[config.mk]
export PLATFORM = sky130hd
export DESIGN_NAME = tdc_meas_ctrl
export DESIGN_NICKNAME = d
export VERILOG_FILES = /design/src/rtl/tdc_meas_ctrl.sv
export SDC_FILE = /design/constraint.sdc
export NUM_CORES = 1
export LEC_CHECK = 0
export CORE_ASPECT_RATIO = 1.25
export CORE_MARGIN = 2
export CORE_UTILIZATION = 47
export CTS_CLUSTER_SIZE = 24
export DETAILED_ROUTE_END_ITERATION = 12
export PLACE_DENSITY = 0.87
export SYNTH_ARGS = -nofsm -noshare
export SYNTH_HDL_FRONTEND = slang
export SYNTH_SLANG_ARGS = --single-unit
[constraint.sdc]
create_clock -name Clk -period 1.6 [get_ports Clk]
set_input_delay 0.4 -clock Clk [delete_from_list [all_inputs] [get_ports Clk]]
set_output_delay 0.4 -clock Clk [all_outputs]
set_load 0.05 [all_outputs]
[src/rtl/tdc_meas_ctrl.sv]
// tdc_meas_ctrl
// Measurement sequencer for one NAND ring-oscillator TDC channel.
// Detects a hit rise, enables the ring, strobes the TOA and TOT latch banks,
// stops and drains the ring, then holds the coarse counts until readout
// accepts them over Valid/Ready.
//
// Optional feature: define TDC_CTRL_CAL_EN to let Cal_Req launch an internal
// calibration pulse of CAL_WIDTH cycles in place of the external Hit.
//
// Parameter ranges:
//   1 <= TOA_DLY <= 2^CNT_W-2
//   TOA_DLY < TOT_MAX < 2^CNT_W
//   DRAIN_CYC >= 1
//
// state     | meaning
// ----------+----------------------------------------------------------
// IDLE      | ring off, waiting for a hit rise (or calibration request)
// TOA_WAIT  | ring running, counting up to the TOA capture point
// TOT_WAIT  | ring running, waiting for the hit to fall or TOT_MAX
// DRAIN     | ring stopped, letting the delay line settle
// OUT       | result presented on Valid, waiting for Ready

module tdc_meas_ctrl #(
    parameter int CNT_W     = 8,
    parameter int TOA_DLY   = 4,
    parameter int TOT_MAX   = 200,
    parameter int DRAIN_CYC = 3,
    parameter int CAL_WIDTH = 16
) (
    input  logic             Clk,
    input  logic             RSTn,
    input  logic             Hit,
    input  logic             Cal_Req,
    output logic             Start,
    output logic             TOA_Capture,
    output logic             TOT_Capture,
    output logic [CNT_W-1:0] Coarse_TOA,
    output logic [CNT_W-1:0] Coarse_TOT,
    output logic             Timeout,
    output logic             Cal_Flag,
    output logic             Valid,
    input  logic             Ready,
    output logic             Busy,
    output logic [7:0]       Miss_Cnt
);

    localparam logic [2:0] ST_IDLE     = 3'd0;
    localparam logic [2:0] ST_TOA_WAIT = 3'd1;
    localparam logic [2:0] ST_TOT_WAIT = 3'd2;
    localparam logic [2:0] ST_DRAIN    = 3'd3;
    localparam logic [2:0] ST_OUT      = 3'd4;

    localparam int DRN_W = (DRAIN_CYC < 2) ? 1 : $clog2(DRAIN_CYC + 1);

    // Counter value seen at the edge that fires the TOA strobe.
    localparam logic [CNT_W-1:0] TOA_LAST = CNT_W'(TOA_DLY - 1);
    localparam logic [CNT_W-1:0] TOA_VAL  = CNT_W'(TOA_DLY);
    // Counter value seen at the edge that forces a TOT timeout.
    localparam logic [CNT_W-1:0] TOT_LAST = CNT_W'(TOT_MAX - 1);
    localparam logic [CNT_W-1:0] TOT_VAL  = CNT_W'(TOT_MAX);
    localparam logic [DRN_W-1:0] DRN_LAST = DRN_W'(DRAIN_CYC);
    localparam logic [CNT_W:0]   CAL_LEN  = (CNT_W + 1)'(CAL_WIDTH);

    logic [2:0]       state_q, state_d;
    logic [CNT_W-1:0] cnt_q, cnt_d;
    logic [DRN_W-1:0] drn_q, drn_d;
    logic             hit_dly_q, hit_dly_d;
    logic             start_q, start_d;
    logic             toa_cap_q, toa_cap_d;
    logic             tot_cap_q, tot_cap_d;
    logic [CNT_W-1:0] coarse_toa_q, coarse_toa_d;
    logic [CNT_W-1:0] coarse_tot_q, coarse_tot_d;
    logic             timeout_q, timeout_d;
    logic             cal_flag_q, cal_flag_d;
    logic             cal_run_q, cal_run_d;
    logic             valid_q, valid_d;
    logic             busy_q, busy_d;
    logic [7:0]       miss_q, miss_d;

    logic             hit_rise;
    logic             cal_start;
    logic             cal_miss;
    logic [CNT_W:0]   cnt_ext;
    logic             cal_pulse;
    logic             meas_level;
    logic             miss_evt;

    // Hit edge detect against the one-cycle delayed copy of Hit.
    always_comb begin
        hit_dly_d = Hit;
        hit_rise  = Hit & ~hit_dly_q;
    end

`ifdef TDC_CTRL_CAL_EN
    // A calibration request only launches a run when no real hit rises in
    // the same cycle; while busy it is counted as a miss like a hit rise.
    always_comb begin
        cal_start = Cal_Req & ~hit_rise;
        cal_miss  = Cal_Req;
    end
`else
    // Calibration disabled: Cal_Req has no effect at all.
    always_comb begin
        cal_start = 1'b0;
        cal_miss  = 1'b0;
    end

    logic cal_req_unused;
    assign cal_req_unused = Cal_Req;
`endif

    // Internal calibration pulse: high for CAL_WIDTH cycles from the Start
    // rise. At the m-th edge after Start rises the counter reads m-1, so the
    // pulse is still high while cnt+1 < CAL_WIDTH.
    always_comb begin
        cnt_ext    = {1'b0, cnt_q} + 1'b1;
        cal_pulse  = (cnt_ext < CAL_LEN);
        meas_level = cal_run_q ? cal_pulse : Hit;
    end

    // Saturating count of hit rises / calibration requests arriving while busy.
    always_comb begin
        miss_evt = busy_q & (hit_rise | cal_miss);
        miss_d   = miss_q;
        if (miss_evt && (miss_q != 8'hFF)) begin
            miss_d = miss_q + 8'd1;
        end
    end

    // Measurement sequencer: next state, counters, strobes and result fields.
    always_comb begin
        state_d      = state_q;
        cnt_d        = cnt_q;
        drn_d        = drn_q;
        start_d      = start_q;
        toa_cap_d    = 1'b0;
        tot_cap_d    = 1'b0;
        coarse_toa_d = coarse_toa_q;
        coarse_tot_d = coarse_tot_q;
        timeout_d    = timeout_q;
        cal_flag_d   = cal_flag_q;
        cal_run_d    = cal_run_q;
        valid_d      = valid_q;

        case (state_q)
            ST_IDLE: begin
                valid_d = 1'b0;
                if (hit_rise || cal_start) begin
                    state_d    = ST_TOA_WAIT;
                    start_d    = 1'b1;
                    cnt_d      = '0;
                    timeout_d  = 1'b0;
                    cal_run_d  = cal_start;
                    cal_flag_d = cal_start;
                end
            end

            ST_TOA_WAIT: begin
                cnt_d = cnt_q + 1'b1;
                if (cnt_q == TOA_LAST) begin
                    toa_cap_d    = 1'b1;
                    coarse_toa_d = TOA_VAL;
                    state_d      = ST_TOT_WAIT;
                end
            end

            ST_TOT_WAIT: begin
                // A falling hit takes priority over the timeout on the same edge,
                // so a hit lasting exactly TOT_MAX cycles is not flagged.
                if (!meas_level) begin
                    tot_cap_d    = 1'b1;
                    coarse_tot_d = cnt_q + 1'b1;
                    drn_d        = '0;
                    state_d      = ST_DRAIN;
                end else if (cnt_q == TOT_LAST) begin
                    tot_cap_d    = 1'b1;
                    coarse_tot_d = TOT_VAL;
                    timeout_d    = 1'b1;
                    drn_d        = '0;
                    state_d      = ST_DRAIN;
                end else begin
                    cnt_d = cnt_q + 1'b1;
                end
            end

            ST_DRAIN: begin
                // Start drops on the first edge in DRAIN, one cycle after the
                // TOT strobe, then stays low for DRAIN_CYC full cycles.
                start_d = 1'b0;
                if (drn_q == DRN_LAST) begin
                    valid_d = 1'b1;
                    state_d = ST_OUT;
                end else begin
                    drn_d = drn_q + 1'b1;
                end
            end

            ST_OUT: begin
                if (valid_q && Ready) begin
                    valid_d   = 1'b0;
                    cal_run_d = 1'b0;
                    state_d   = ST_IDLE;
                end
            end

            default: begin
                state_d   = ST_IDLE;
                start_d   = 1'b0;
                valid_d   = 1'b0;
                cal_run_d = 1'b0;
            end
        endcase

        busy_d = (state_d != ST_IDLE);
    end

    // State and output registers with synchronous active-low reset.
    always_ff @(posedge Clk) begin
        if (!RSTn) begin
            state_q      <= ST_IDLE;
            cnt_q        <= '0;
            drn_q        <= '0;
            hit_dly_q    <= 1'b0;
            start_q      <= 1'b0;
            toa_cap_q    <= 1'b0;
            tot_cap_q    <= 1'b0;
            coarse_toa_q <= '0;
            coarse_tot_q <= '0;
            timeout_q    <= 1'b0;
            cal_flag_q   <= 1'b0;
            cal_run_q    <= 1'b0;
            valid_q      <= 1'b0;
            busy_q       <= 1'b0;
            miss_q       <= '0;
        end else begin
            state_q      <= state_d;
            cnt_q        <= cnt_d;
            drn_q        <= drn_d;
            hit_dly_q    <= hit_dly_d;
            start_q      <= start_d;
            toa_cap_q    <= toa_cap_d;
            tot_cap_q    <= tot_cap_d;
            coarse_toa_q <= coarse_toa_d;
            coarse_tot_q <= coarse_tot_d;
            timeout_q    <= timeout_d;
            cal_flag_q   <= cal_flag_d;
            cal_run_q    <= cal_run_d;
            valid_q      <= valid_d;
            busy_q       <= busy_d;
            miss_q       <= miss_d;
        end
    end

    assign Start       = start_q;
    assign TOA_Capture = toa_cap_q;
    assign TOT_Capture = tot_cap_q;
    assign Coarse_TOA  = coarse_toa_q;
    assign Coarse_TOT  = coarse_tot_q;
    assign Timeout     = timeout_q;
    assign Cal_Flag    = cal_flag_q;
    assign Valid       = valid_q;
    assign Busy        = busy_q;
    assign Miss_Cnt    = miss_q;

endmodule

==> impl_metrics.csv, run 1 <==
group,metric,value,unit
clock_network,tritoncts,"built",
setup_path,cp_slowest_cell,"o311ai_0",
die,fp_util,48.58,%
routing,ant_nets,0,
routing,dr.first_iter.drc_count,72,
setup_path,worstSetupPathType,"flip-flop to flip-flop",
routing,vias_per_cell,5.883,
die,core-area,4066,um^2
power_and_ir_drop,power_leader,"sequential cells",
hold_path,hold_class,"flip-flop to flip-flop",
power_and_ir_drop,p_int,1.528,mW
logic_synthesis,synth.area.mux_share,0.5066,%
logic_synthesis,simple_gate_share,24.57,%
final_layout,nonClockBufferCount,59,
final_layout,seq_share,25.68,%
logic_synthesis,async_flop_share,0,%
logic_synthesis,top_cell_area_share,37.49,%
timing,hold_viol,0,
timing,rsz0062_at_grt,"yes",
final_layout,utilization,72.37,%
logic_synthesis,ys_ff,37,
clock_network,root_buffer,"clkbuf_8",
final_layout,mi_logic_area,1235,um^2
global_routing,grt_max_degree,22,
routing,routed_wl,5.555,mm
final_layout,seq_area,755.7,um^2
logic_synthesis,synthAoiAreaFrac,22.99,%
logic_synthesis,yosysCellCount,221,
placement,portBuffers,26,
power_and_ir_drop,p_sw_share,26.06,%
die,die_x,61.99,um
logic_synthesis,yosysWarnings,0,
die,pin_count,36,
routing,wl_met1,2.092,mm
placement,gp_congestion,0.9333,
final_layout,nonClkBufAreaFrac,25.68,%
timing,fmax,0.5915,GHz
logic_synthesis,synthCells,221,
routing,wire_per_inst,16.73,um
clock_network,clock_latency,0.30,ns
logic_synthesis,netlist-cell-type-count,58,
timing,max_slew_margin,67.44,%
final_layout,largestClassByArea,"combinational gates",
power_and_ir_drop,powerClk,0.815,mW
routing,dr_total_vias,1953,
clock_network,path_clk_slew,0.08,ns
logic_synthesis,top_area_cell,"dfxtp_1",
logic_synthesis,yosysMostFrequentCell,"dfxtp_1",
power_and_ir_drop,p_switching,0.5384,mW
setup_path,path_delay_family,"AND-OR/OR-AND gates",
final_layout,nFillCells,267,
global_routing,grt_overflow,0,
logic_synthesis,area_leaders,"dfxtp_1 37%, buf_4 3.8%, nand2_1 3.6%",
timing,fin_crit_sh,105.7,%
timing,drv_slew,0,
timing,layout_setup_ws,-0.09049,ns
power_and_ir_drop,power_density,702.1,nW/um^2
logic_synthesis,ys_dominant_reg_cell,"dfxtp_1",
power_and_ir_drop,ir_worst_vdd,0.0005154,V
clock_network,cts_buffers,5,
run_status,failed_checks,"setup timing",
logic_synthesis,ys_top_logic_family,"simple AND/OR/NAND/NOR gates",
logic_synthesis,synth_adder_area_share,1.900,%
timing,fin_skew,0.01081,ns
die,chipArea,4741,um^2
setup_path,cp-start-kind,"flip-flop",
global_routing,grt_pass1_wl,8.293,mm
final_layout,clk_share,3.784,%
setup_path,critPathBufInv,0,
power_and_ir_drop,p_comb_share,14.6,%
timing,worstMarginPinSlew,0.4823,ns
run_status,outcome,"finished, violations left",
logic_synthesis,synth_area,1976,um^2
power_and_ir_drop,clkPwrFrac,39.4,%
global_routing,antenna_found_initial,0,
final_layout,comb_share,41.96,%
final_layout,n_clock_buffer,6,
placement,place_ws,-0.3500,ns
logic_synthesis,syn_avg_cell_area,8.940,um^2
timing,setup_viol_count_final,2,
final_layout,layout-drive-gt1-share,38.77,%
## run 1: worst paths after layout
kind / end / depth (start not counted) / from / slack (ns)
setup reg to reg: cnt_q[0] / 5 / cnt_q[0] / -0.09
hold reg to reg: drn_q[1] / 2 / drn_q[1] / 0.49
hold / removal: drn_q[1] / 2 / drn_q[1] / 0.49
setup / recovery: cnt_q[0] / 5 / cnt_q[0] / -0.09
## run 1: layer usage
| metal | GRT usage, % | vias to the layer above |
|---|---|---|
| met5 | 0 | - |
| met4 | 13.40 | 0 |
| met3 | 6.452 | 25 |
| met2 | 36.25 | 82 |
| met1 | 25.89 | 946 |
| li1 | - | 900 |
## run 1: through the flow
step	TNS, ns	hold WS, ns	total power [mW]	instances	cell area (um^2)
final	-0.1010	0.4871	2.066	332	2943
after global routing	-0.3028	0.5269	2.132	332	2943
after CTS	0	0.4814	2.049	329	2840
after detailed placement	-5.337	0.4714	1.230	321	2675
after global placement	-4.640	0.4656	1.223	321	2675
after floorplan	-0.04385	0.4533	1.149	228	2022
## run 1: cell usage in the layout (no fill, tap or decap), types with 4 or more instances in the layout
master,instances
nor2_1,13
xnor2_1,5
a21boi_0,5
o21ai_0,6
a2111oi_4,4
clkbuf_8,5
conb_1,8
nand2b_1,4
nand2_1,19
nand3_1,4
o21a_1,5
buf_4,29
dfxtp_2,12
and2_1,5
o221a_2,4
a21oi_1,14
buf_6,4
nand4_1,5
xor2_1,6
buf_12,23
inv_1,4
o31ai_1,4
dfxtp_1,25
o22ai_1,4
## run 1: timing repair
| item | CTS | global route |
|---|---|---|
| pin swaps | 1 | 4 |
| setup endpoints to repair | 7 | 14 |
| cloned | 0 | 0 |
| gates resized | 13 | 15 |
| buffers inserted | 0 | 3 |
Fig. 1: run 1, routing congestion
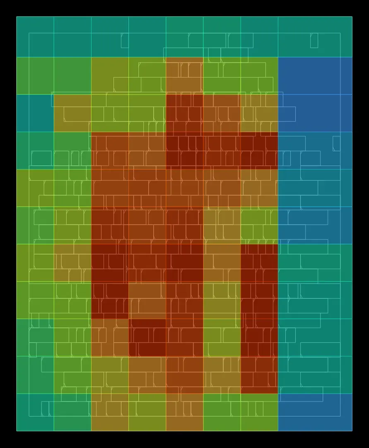
gr busiest metal: met2
grt met3 use: 6.452%
Total GRT Usage: 22.82%
met1 Usage GRT: 25.89%

Fig. 2: run 1, cells by drive strength
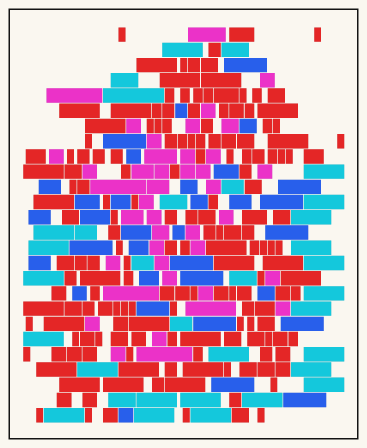
- blue: _2 cells (cells 33; share 12%)
- red: _0 and _1 cells (cells 169; share 61%)
- magenta: _3 and _4 cells (cells 41; share 15%)
- cyan: _6 and larger (cells 33; share 12%)

Fig. 3: run 1, placement by cell class
The bar under the picture is 20 um long.
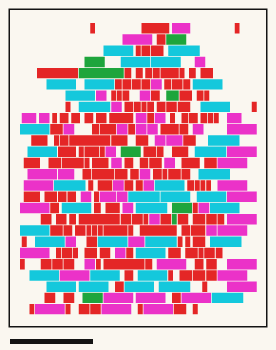
- green: clock drivers and dummy loads (cells 8)
- magenta: remaining buffers and delay cells (cells 59)
- cyan: sequential cells (cells 37)
- red: combinational and other logic (cells 172)

Fig. 4: run 1, wiring heat map
The bar under the picture is 20 um long. 12 x 15 tiles, from dark purple (low) to yellow (high), scaled to the fullest tile. Values are wire area over tile area, all layers added.
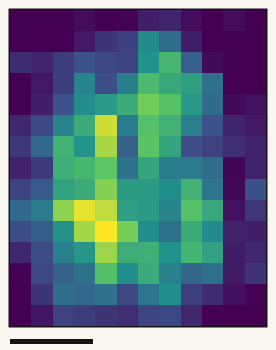
- densest ninth of the die: centre
- nearly empty tiles: 15%
- tiles over half the peak: 28%
- fullest tile: 0.60
- mean over tiles: 0.19

==> run 2: changes to the inputs <==
GPL_TIMING_DRIVEN = 1   (was unset)
Fig. 5: run 2, placement by cell class
The bar under the picture is 20 um long.
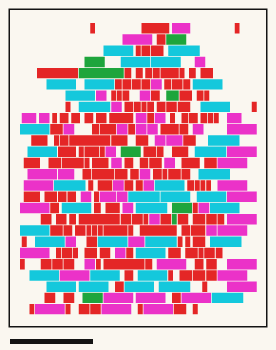
- cyan: sequential cells (cells 37)
- red: combinational and other logic (cells 172)
- green: clock drivers and dummy loads (cells 8)
- magenta: remaining buffers and delay cells (cells 59)

==> impl_metrics.csv, run 2 <==
group,metric,value,unit
timing,rsz0062_at_grt,"yes",
global_routing,grtUsageTotal,22.82,%
logic_synthesis,yosysCellCount,221,
run_status,failed_checks,"setup timing",
setup_path,cp_data_arrival_time,1.86,ns
routing,ant_nets,0,
global_routing,grt_pass1_wl,8.293,mm
final_layout,layout-drive-gt1-share,38.77,%
logic_synthesis,yosysChipArea,1976,um^2
final_layout,final_cells,332,
power_and_ir_drop,power_density,702.1,nW/um^2
timing,setup_viol_count_final,2,
final_layout,largestClassByArea,"combinational gates",
clock_network,clock_latency,0.30,ns
timing,drv_slew,0,
setup_path,critPathBufInv,0,
final_layout,n_antenna_cell,0,
hold_path,min_from,"drn_q[1]",
hold_path,hold_end,"drn_q[1]",
final_layout,nFillCells,267,
logic_synthesis,ys_seq_share,37.49,%
final_layout,mostFrequentLayoutCell,"buf_4",
final_layout,mi_logic_area,1235,um^2
final_layout,comb_cells,168,
timing,max_slew_margin,67.44,%
global_routing,antenna_found_initial,0,
final_layout,nonClockBufferCount,59,
timing,fin_crit_sh,105.7,%
setup_path,crit_path_start,"cnt_q[0]",
logic_synthesis,ys_dominant_reg_cell,"dfxtp_1",
die,n_tap_cell,56,
timing,fmax,0.5915,GHz
die,pin_count,36,
logic_synthesis,top_cell_area_share,37.49,%
logic_synthesis,async_flop_share,0,%
logic_synthesis,yosysMostFrequentCell,"dfxtp_1",
logic_synthesis,area_leaders,"dfxtp_1 37%, buf_4 3.8%, nand2_1 3.6%",
timing,hold_viol,0,
setup_path,cp_max_fo,8,
global_routing,grt_pass1_vias,1874,
final_layout,n_clock_buffer,6,
setup_path,path_delay_family,"AND-OR/OR-AND gates",
global_routing,grt_max_degree,22,
setup_path,critical_path.endpoint,"cnt_q[0]",
final_layout,num-nonclk-inverters,4,
routing,vias_per_cell,5.883,
setup_path,worstSetupPathType,"flip-flop to flip-flop",
clock_network,htree_levels,2,
logic_synthesis,synthCells,221,
clock_network,tritoncts,"built",
die,row_count,26,
final_layout,comb_share,41.96,%
die,core-area,4066,um^2
power_and_ir_drop,p_leak,1.094,nW
final_layout,seq_area,755.7,um^2
placement,portBuffers,26,
logic_synthesis,top_area_cell,"dfxtp_1",
timing,fin_skew,0.01081,ns
final_layout,lay_top_cells,"29 x buf_4, 25 x dfxtp_1, 23 x buf_12",
placement,place_ws,-0.3500,ns
setup_path,r2r_cells,5,
final_layout,flop-count,37,
logic_synthesis,netlist-cell-type-count,58,
clock_network,path_clk_slew,0.08,ns
setup_path,critical_path.cell_chain,"ha_4 > and4_4 > and3_4 > o311ai_0 > o31ai_1",
clock_network,cts_sinks,37,
logic_synthesis,synth_area,1976,um^2
placement,dp.cells,321,
final_layout,clk_share,3.784,%
setup_path,worstReg2RegStart,"cnt_q[0]",
die,fp_util,48.58,%
final_layout,seq_share,25.68,%
power_and_ir_drop,ir_worst_vdd,0.0005154,V
setup_path,cp.depth,5,
setup_path,reg2reg_to,"cnt_q[0]",
placement,gp_congestion,0.9333,
logic_synthesis,yosysWarnings,0,
routing,wire_per_inst,16.73,um
hold_path,hold_class,"flip-flop to flip-flop",
die,chipArea,4741,um^2
routing,routed_wl,5.555,mm
clock_network,cts_buffer_depth,2,
setup_path,cp_slowest_cell,"o311ai_0",
routing,dr.first_iter.drc_count,72,
clock_network,cts_buffers,5,
routing,dr_total_vias,1953,
setup_path,cp-start-kind,"flip-flop",
run_status,outcome,"finished, violations left",
die,die_x,61.99,um
timing,layout_setup_ws,-0.09049,ns
global_routing,grt_overflow,0,
timing,holdWs,0.4871,ns
logic_synthesis,ys_ff,37,
final_layout,nonClkBufAreaFrac,25.68,%
timing,worstMarginPinSlew,0.4823,ns
logic_synthesis,syn_avg_cell_area,8.940,um^2
clock_network,root_buffer,"clkbuf_8",
setup_path,ff2ff_setup_slack,-0.09,ns
hold_path,whs_path_depth,2,
job,drv_cap,0,
-- run 2: layer usage --
metal	part of all wire, %	global-route usage (%)	wire [um]
met1	38	25.89	2092
met2	52	36.25	2908
met3	5.7	6.452	319
met4	4.2	13.40	234
met5	0	0	0
-- run 2: per-stage QoR --
stage          setup TNS (ns)  utilization, %  instance area (um^2)  total power, mW
6_report              -0.1010           72.37                  2943            2.066
5_1_grt               -0.3028           72.37                  2943            2.132
4_1_cts                     0           69.85                  2840            2.049
3_5_place_dp           -5.337           65.78                  2675            1.230
3_3_place_gp           -4.640           65.78                  2675            1.223
2_1_floorplan        -0.04385               -                  2022            1.149
-- run 2: what timing repair did --
| item | 4_1_cts | 5_1_grt |
|---|---|---|
| gates resized | 13 | 15 |
| buffers inserted | 0 | 3 |
| endpoints found under the setup margin | 7 | 14 |
| hold buffers | 0 | 0 |
| gates cloned | 0 | 0 |
| hold endpoints to repair | 0 | 0 |
| pin swaps | 1 | 4 |
-- run 2: power breakdown --
part | internal (mW) | total, mW | switching [mW]
Clock | 0.468 | 0.815 | 0.347
Sequential | 0.934 | 0.950 | 0.0161
Combinational | 0.127 | 0.301 | 0.175
-- run 2: logic make-up (layout without fill, tap and decap cells) --
| kind of cell | count (synthesis) | count (layout) | synth area share (%) |
|---|---|---|---|
| AND-OR/OR-AND | 61 | 61 | 22.99 |
| XOR/XNOR | 11 | 11 | 4.876 |
| other | 1 | 8 | 0.1898 |
| buffers and inverters | 23 | 71 | 7.472 |
| adder cells (fa/ha/maj) | 3 | 3 | 1.900 |
| AND/OR/NAND/NOR | 84 | 84 | 24.57 |
| flip-flops | 37 | 37 | 37.49 |
| multiplexers | 1 | 1 | 0.5067 |
==> run 3: changes to the inputs <==
CORE_UTILIZATION = 52   (was 47)
PLACE_DENSITY = 0.9   (was 0.87)
REMOVE_ABC_BUFFERS = 1   (was unset)
clock period = 1.9 ns   (was 1.6 ns; I/O delays follow)
Fig. 6: run 3, cells by drive strength
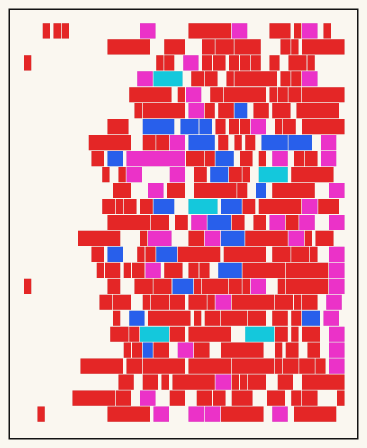
- blue: _2 cells (cells 22; share 8.4%)
- cyan: _6 and larger (cells 5; share 1.9%)
- red: _0 and _1 cells (cells 190; share 73%)
- magenta: _3 and _4 cells (cells 44; share 17%)

==> impl_metrics.csv, run 3 <==
group,metric,value,unit
power_and_ir_drop,finalPower,1.524,mW
logic_synthesis,yosysCellCount,221,
placement,gp_congestion,0.8497,
timing,worstMarginPinSlew,0.8103,ns
setup_path,crit_path_start,"Hit",
logic_synthesis,netlist-cell-type-count,58,
timing,fmax,0.5498,GHz
logic_synthesis,synthCells,221,
setup_path,cp_data_arrival_time,2.02,ns
global_routing,use_met2,37.16,%
power_and_ir_drop,p_seq_share,52.2,%
power_and_ir_drop,p_int,1.100,mW
power_and_ir_drop,clkPwrFrac,35.6,%
setup_path,reg2reg_to,"cnt_q[5]",
final_layout,n_antenna_cell,0,
setup_path,critical_path.cell_chain,"clkdlybuf4s50_1 > buf_4 > a21oi_1 > o311ai_0 > o31ai_1",
timing,holdWs,0.4675,ns
global_routing,gr-usage-met3,4.965,%
setup_path,cp_max_fo,8,
logic_synthesis,yosysWarnings,0,
setup_path,ff2ff_setup_slack,0.10,ns
routing,dr_total_vias,1779,
logic_synthesis,yosysChipArea,1976,um^2
power_and_ir_drop,p_sw_share,27.80,%
final_layout,mostFrequentLayoutCell,"buf_4",
routing,vias_per_cell,5.910,
clock_network,postCtsHoldBufs,0,
clock_network,cts_sinks,37,
clock_network,tritoncts,"built",
clock_network,cts_setup_buffers,0,
clock_network,root_buffer,"clkbuf_8",
logic_synthesis,synthAoiAreaFrac,22.99,%
setup_path,path_delay_family,"AND-OR/OR-AND gates",
power_and_ir_drop,power_density,648.1,nW/um^2
placement,hpwl,3.204,mm
logic_synthesis,simple_gate_share,24.57,%
final_layout,area_delta_synth_final,19.00,%
timing,rsz0062_at_grt,"no",
die,pin_count,36,
routing,wl_met3,168,um
logic_synthesis,synth_adder_area_share,1.900,%
timing,setup_viol_count_final,0,
logic_synthesis,async_flop_share,0,%
die,die_x,59.13,um
die,row_count,25,
routing,met2_length,2.286,mm
setup_path,critical_path.endpoint,"cnt_q[0]",
setup_path,worstSetupPathType,"input port to flip-flop",
routing,drt_pass1_iterations,4,
routing,dr.first_iter.drc_count,131,
clock_network,cts_buffers,5,
die,core-area,3722,um^2
setup_path,r2r_cells,5,
hold_path,hold_class,"flip-flop to flip-flop",
timing,fin_skew,0.008334,ns
logic_synthesis,ys_ff,37,
logic_synthesis,top_area_cell,"dfxtp_1",
placement,dpl_cell_area,2257,um^2
logic_synthesis,syn_avg_cell_area,8.940,um^2
global_routing,grt_pass1_vias,1608,
routing,wire_per_inst,14.75,um
timing,hold_viol,0,
die,chipArea,4311,um^2
global_routing,grt_max_degree,22,
logic_synthesis,synth_area,1976,um^2
setup_path,worstReg2RegStart,"cnt_q[1]",
routing,wl_met1,1.879,mm
final_layout,lay_top_cells,"41 x buf_4, 37 x dfxtp_1, 19 x nand2_1",
clock_network,path_clk_slew,0.07,ns
clock_network,cts_buffer_depth,2,
die,fp_util,53.08,%
timing,drv_slew,0,
global_routing,grt_pass1_wl,7.182,mm
final_layout,layout-drive-gt1-share,27.20,%
clock_network,clock_latency,0.30,ns
routing,routed_wl,4.440,mm
logic_synthesis,top_cell_area_share,37.49,%
placement,portBuffers,26,
timing,max_slew_margin,45.98,%
clock_network,htree_levels,2,
routing,ant_nets,0,
logic_synthesis,area_leaders,"dfxtp_1 37%, buf_4 3.8%, nand2_1 3.6%",
setup_path,cp-start-kind,"input port",
setup_path,critPathBufInv,2,
logic_synthesis,synthXorXnorAreaFrac,4.877,%
timing,fin_crit_sh,95.74,%
routing,top_layer,"met4",
power_and_ir_drop,p_leak,0.9165,nW
global_routing,antenna_found_initial,0,
global_routing,use_met1,25.14,%
logic_synthesis,synth.area.mux_share,0.5066,%
global_routing,grt_overflow,0,
run_status,outcome,"completed",
setup_path,cp_slowest_cell,"a21oi_1",
power_and_ir_drop,p_comb_share,12.2,%
setup_path,cp.depth,5,
power_and_ir_drop,ir_worst_vdd,0.0003340,V
power_and_ir_drop,p_switching,0.4235,mW
placement,place_ws,-0.1935,ns
job,drv_cap,0,
timing,fin_setup_tns,0,ns
logic_synthesis,ys_top_logic_family,"simple AND/OR/NAND/NOR gates",
timing,layout_setup_ws,0.08103,ns
logic_synthesis,yosysMostFrequentCell,"dfxtp_1",
logic_synthesis,ys_dominant_reg_cell,"dfxtp_1",
global_routing,top_usage_layer,"met2",
global_routing,grtUsageTotal,21.83,%
logic_synthesis,ys_seq_share,37.49,%
final_layout,finalInstanceArea,2351,um^2
==> run 3: cell counts after synthesis <==
Identical to the previous run, type by type.
==> run 3: power by group through the flow <==
stage,clock (mW),sequential [mW],combinational [mW]
2_1_floorplan,0,0.834,0.101
3_3_place_gp,0,0.813,0.180
3_5_place_dp,0,0.814,0.183
4_1_cts,0.554,0.795,0.184
5_1_grt,0.584,0.797,0.199
6_report,0.542,0.795,0.186
==> run 3: area by class of cell <==
| class | count | area, um^2 |
|---|---|---|
| multi-input combinational | 168 | 1121 |
| sequential | 37 | 740.7 |
| fill | 310 | 1371 |
| clock buffer | 5 | 68.82 |
| tap | 40 | 50.05 |
| inverter | 4 | 15.01 |
| timing repair buffer | 44 | 337.8 |
| clock inverter | 3 | 17.52 |
==> run 3: worst min path at each step <==
stage | from | to | cells after the start
after global routing | Timeout | Timeout | 2
after detailed placement | Timeout | Timeout | 2
after floorplan | drn_q[1] | drn_q[1] | 2
after global placement | Timeout | Timeout | 2
after CTS | Timeout | Timeout | 2
final | Timeout | Timeout | 2
==> run 3: metrics by stage <==
stage                     utilization [%]  instances
after floorplan                         -        209
after global placement              60.64        293
after detailed placement            60.64        293
after CTS                           62.96        301
after global routing                63.16        301
final                               63.16        301
==> run 3: cells by family (layout without fill, tap and decap cells) <==
group,after synthesis,count (layout)
AND/OR/NAND/NOR,84,84
AND-OR/OR-AND,61,61
flip-flops,37,37
buffers and inverters,23,56
XOR/XNOR,11,11
adder cells (fa/ha/maj),3,3
other,1,8
multiplexers,1,1
==> run 3: what timing repair did <==
item                                    4_1_cts  5_1_grt
endpoints found under the setup margin        0        2
resized                                       0        2
endpoints found under the hold margin         0        0
No activity file was given, so power comes from the tool's default toggle rates.
